Drive-strength map:
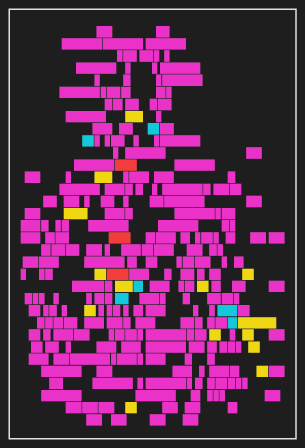
Sequential cells grouped by signal name:
Other sequential cells in the stronger grey, the rest of the logic in the fainter grey.
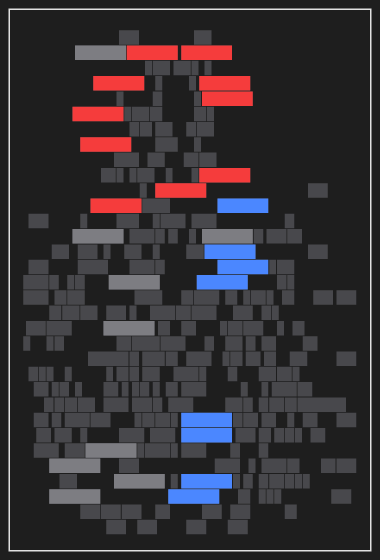
### src/rtl/brightness_fader.sv
// Encoder-driven brightness target with a rate-limited 1-LSB ramp of the applied PWM value.
// Each applied-value change is announced by a single-cycle set strobe aligned with the new value.
module brightness_fader #(
    parameter int PWM_VALUE_SIZE = 8,
    parameter int BRIGHTNESS_INC = 5,
    parameter int RAMP_DIV       = 1000
) (
    input  logic                      clk_i,
    input  logic                      rst_n_i,
    input  logic                      inc_i,
    input  logic                      dec_i,
    output logic [PWM_VALUE_SIZE-1:0] target_o,
    output logic [PWM_VALUE_SIZE-1:0] value_o,
    output logic                      set_o,
    output logic                      busy_o
);

    localparam int N     = PWM_VALUE_SIZE;
    localparam int CNT_W = (RAMP_DIV > 1) ? $clog2(RAMP_DIV) : 1;

    localparam logic [N:0]       MAX_EXT  = {1'b0, {N{1'b1}}};
    localparam logic [N:0]       INC_EXT  = (N+1)'(BRIGHTNESS_INC);
    localparam logic [N-1:0]     ONE      = N'(1);
    localparam logic [CNT_W-1:0] CNT_ONE  = CNT_W'(1);
    localparam logic [CNT_W-1:0] CNT_LAST = CNT_W'(RAMP_DIV - 1);

    typedef enum logic [1:0] {
        IDLE = 2'd0,
        UP   = 2'd1,
        DOWN = 2'd2
    } ramp_state_t;

    logic [N-1:0]     r_target;
    logic [N-1:0]     r_value;
    logic [CNT_W-1:0] r_cnt;
    logic             r_set;

    logic [N-1:0]     w_target_nxt;
    ramp_state_t      w_state;
    logic             w_step_due;
    logic             w_step_up;
    logic             w_step_dn;

    // Sum/difference carried at N+1 bits so overflow and borrow are visible before clamping.
    function automatic logic [N-1:0] sat_add(input logic [N-1:0] a);
        logic [N:0] s;
        s = {1'b0, a} + INC_EXT;
        return (s > MAX_EXT) ? MAX_EXT[N-1:0] : s[N-1:0];
    endfunction

    function automatic logic [N-1:0] sat_sub(input logic [N-1:0] a);
        logic [N:0] s;
        s = {1'b0, a} - INC_EXT;
        return s[N] ? '0 : s[N-1:0];
    endfunction

    always_comb begin
        w_target_nxt = r_target;
        if (inc_i && !dec_i) begin
            w_target_nxt = sat_add(r_target);
        end else if (dec_i && !inc_i) begin
            w_target_nxt = sat_sub(r_target);
        end
    end

    // Pacing follows the registered compare; the step direction looks at the target being
    // written this edge so a same-cycle reversal or landing can never push value past it.
    always_comb begin
        w_state = IDLE;
        if (r_value < r_target) begin
            w_state = UP;
        end else if (r_value > r_target) begin
            w_state = DOWN;
        end
        w_step_due = (w_state != IDLE) && (r_cnt == CNT_LAST);
        w_step_up  = w_step_due && (w_target_nxt > r_value);
        w_step_dn  = w_step_due && (w_target_nxt < r_value);
    end

    always_ff @(posedge clk_i or negedge rst_n_i) begin
        if (!rst_n_i) begin
            r_target <= '0;
            r_value  <= '0;
            r_cnt    <= '0;
            r_set    <= 1'b0;
        end else begin
            r_target <= w_target_nxt;
            r_set    <= w_step_up || w_step_dn;

            if (w_state == IDLE || w_step_due) begin
                r_cnt <= '0;
            end else begin
                r_cnt <= r_cnt + CNT_ONE;
            end

            if (w_step_up) begin
                r_value <= r_value + ONE;
            end else if (w_step_dn) begin
                r_value <= r_value - ONE;
            end
        end
    end

    assign target_o = r_target;
    assign value_o  = r_value;
    assign set_o    = r_set;
    assign busy_o   = (r_value != r_target);

endmodule
### config.mk
export PLATFORM = sky130hd
export DESIGN_NAME = brightness_fader
export DESIGN_NICKNAME = d
export VERILOG_FILES = /design/src/rtl/brightness_fader.sv
export SDC_FILE = /design/constraint.sdc
export NUM_CORES = 1
export LEC_CHECK = 0
export CAP_MARGIN = 20
export CORE_AREA = 2 2 62 94
export DETAILED_ROUTE_END_ITERATION = 12
export DIE_AREA = 0 0 64 96
export GPL_ROUTABILITY_DRIVEN = 0
export PLACE_DENSITY = 0.63
export SKIP_LAST_GASP = 1
export SLEW_MARGIN = 20
export SYNTH_ARGS = -nofsm -noshare
export SYNTH_HDL_FRONTEND = slang
export SYNTH_SLANG_ARGS = --single-unit
### constraint.sdc
create_clock -name clk_i -period 5.2 [get_ports clk_i]
set_input_delay 0.78 -clock clk_i [delete_from_list [all_inputs] [get_ports clk_i]]
set_output_delay 0.78 -clock clk_i [all_outputs]
set_load 0.02 [all_outputs]
==> flow_summary.yaml <==
# synthesis and place-and-route metrics
cts:
  htreeDepth: 1
  cts_buffer_depth: 2
finish:
  largest_register: "r_cnt"
  dominant-cell-class: "multi-input combinational cells"
  fillCellCount: 524
  drive_above_1_share: 0.0885
critical_path:
  critPathTopFamily: "simple AND/OR/NAND/NOR gates"
  crit_path_max_fanout: 4
  r2r-end: "value_o[6]"
  cp_data_arrival_time_ns: 4.88
die:
  core_sq_um: 5330
route:
  drt-initial-drc-count: 79
  top_layer: "met4"
place:
  dpl_cell_area_sq_um: 2430
synthesis:
  ys_seq_share: 0.324
  simple_gate_share: 0.191
status:
  outcome: "finished clean"
power_and_ir_drop:
  finalPower_mw: 0.914
  pg_seq_mw: 0.359
global_routing:
  use_met3: 0.00468
sta:
  timing.final.crit_share: 0.908
Notes on 'drive-strength map' above:
Key: _6 and larger = red [cells 3, share 1.2%, most used clkbuf_8]; _2 cells = cyan [cells 6, share 2.3%, most used and3_2]; _0 and _1 cells = magenta [cells 237, share 91%]; _3 and _4 cells = yellow [cells 14, share 5.4%, most used buf_4]
Synth-to-Final Area Change: 18.8%
number of non-clock buffers in the layout: 29
Non-Filler Cell Area, Final: 2480 sq um
Worst Setup Slack, final: 0.478 ns

Notes on 'sequential cells grouped by signal name' above:
Key: target_o = blue [placed flops 8]; r_cnt = red [placed flops 10, where top middle]

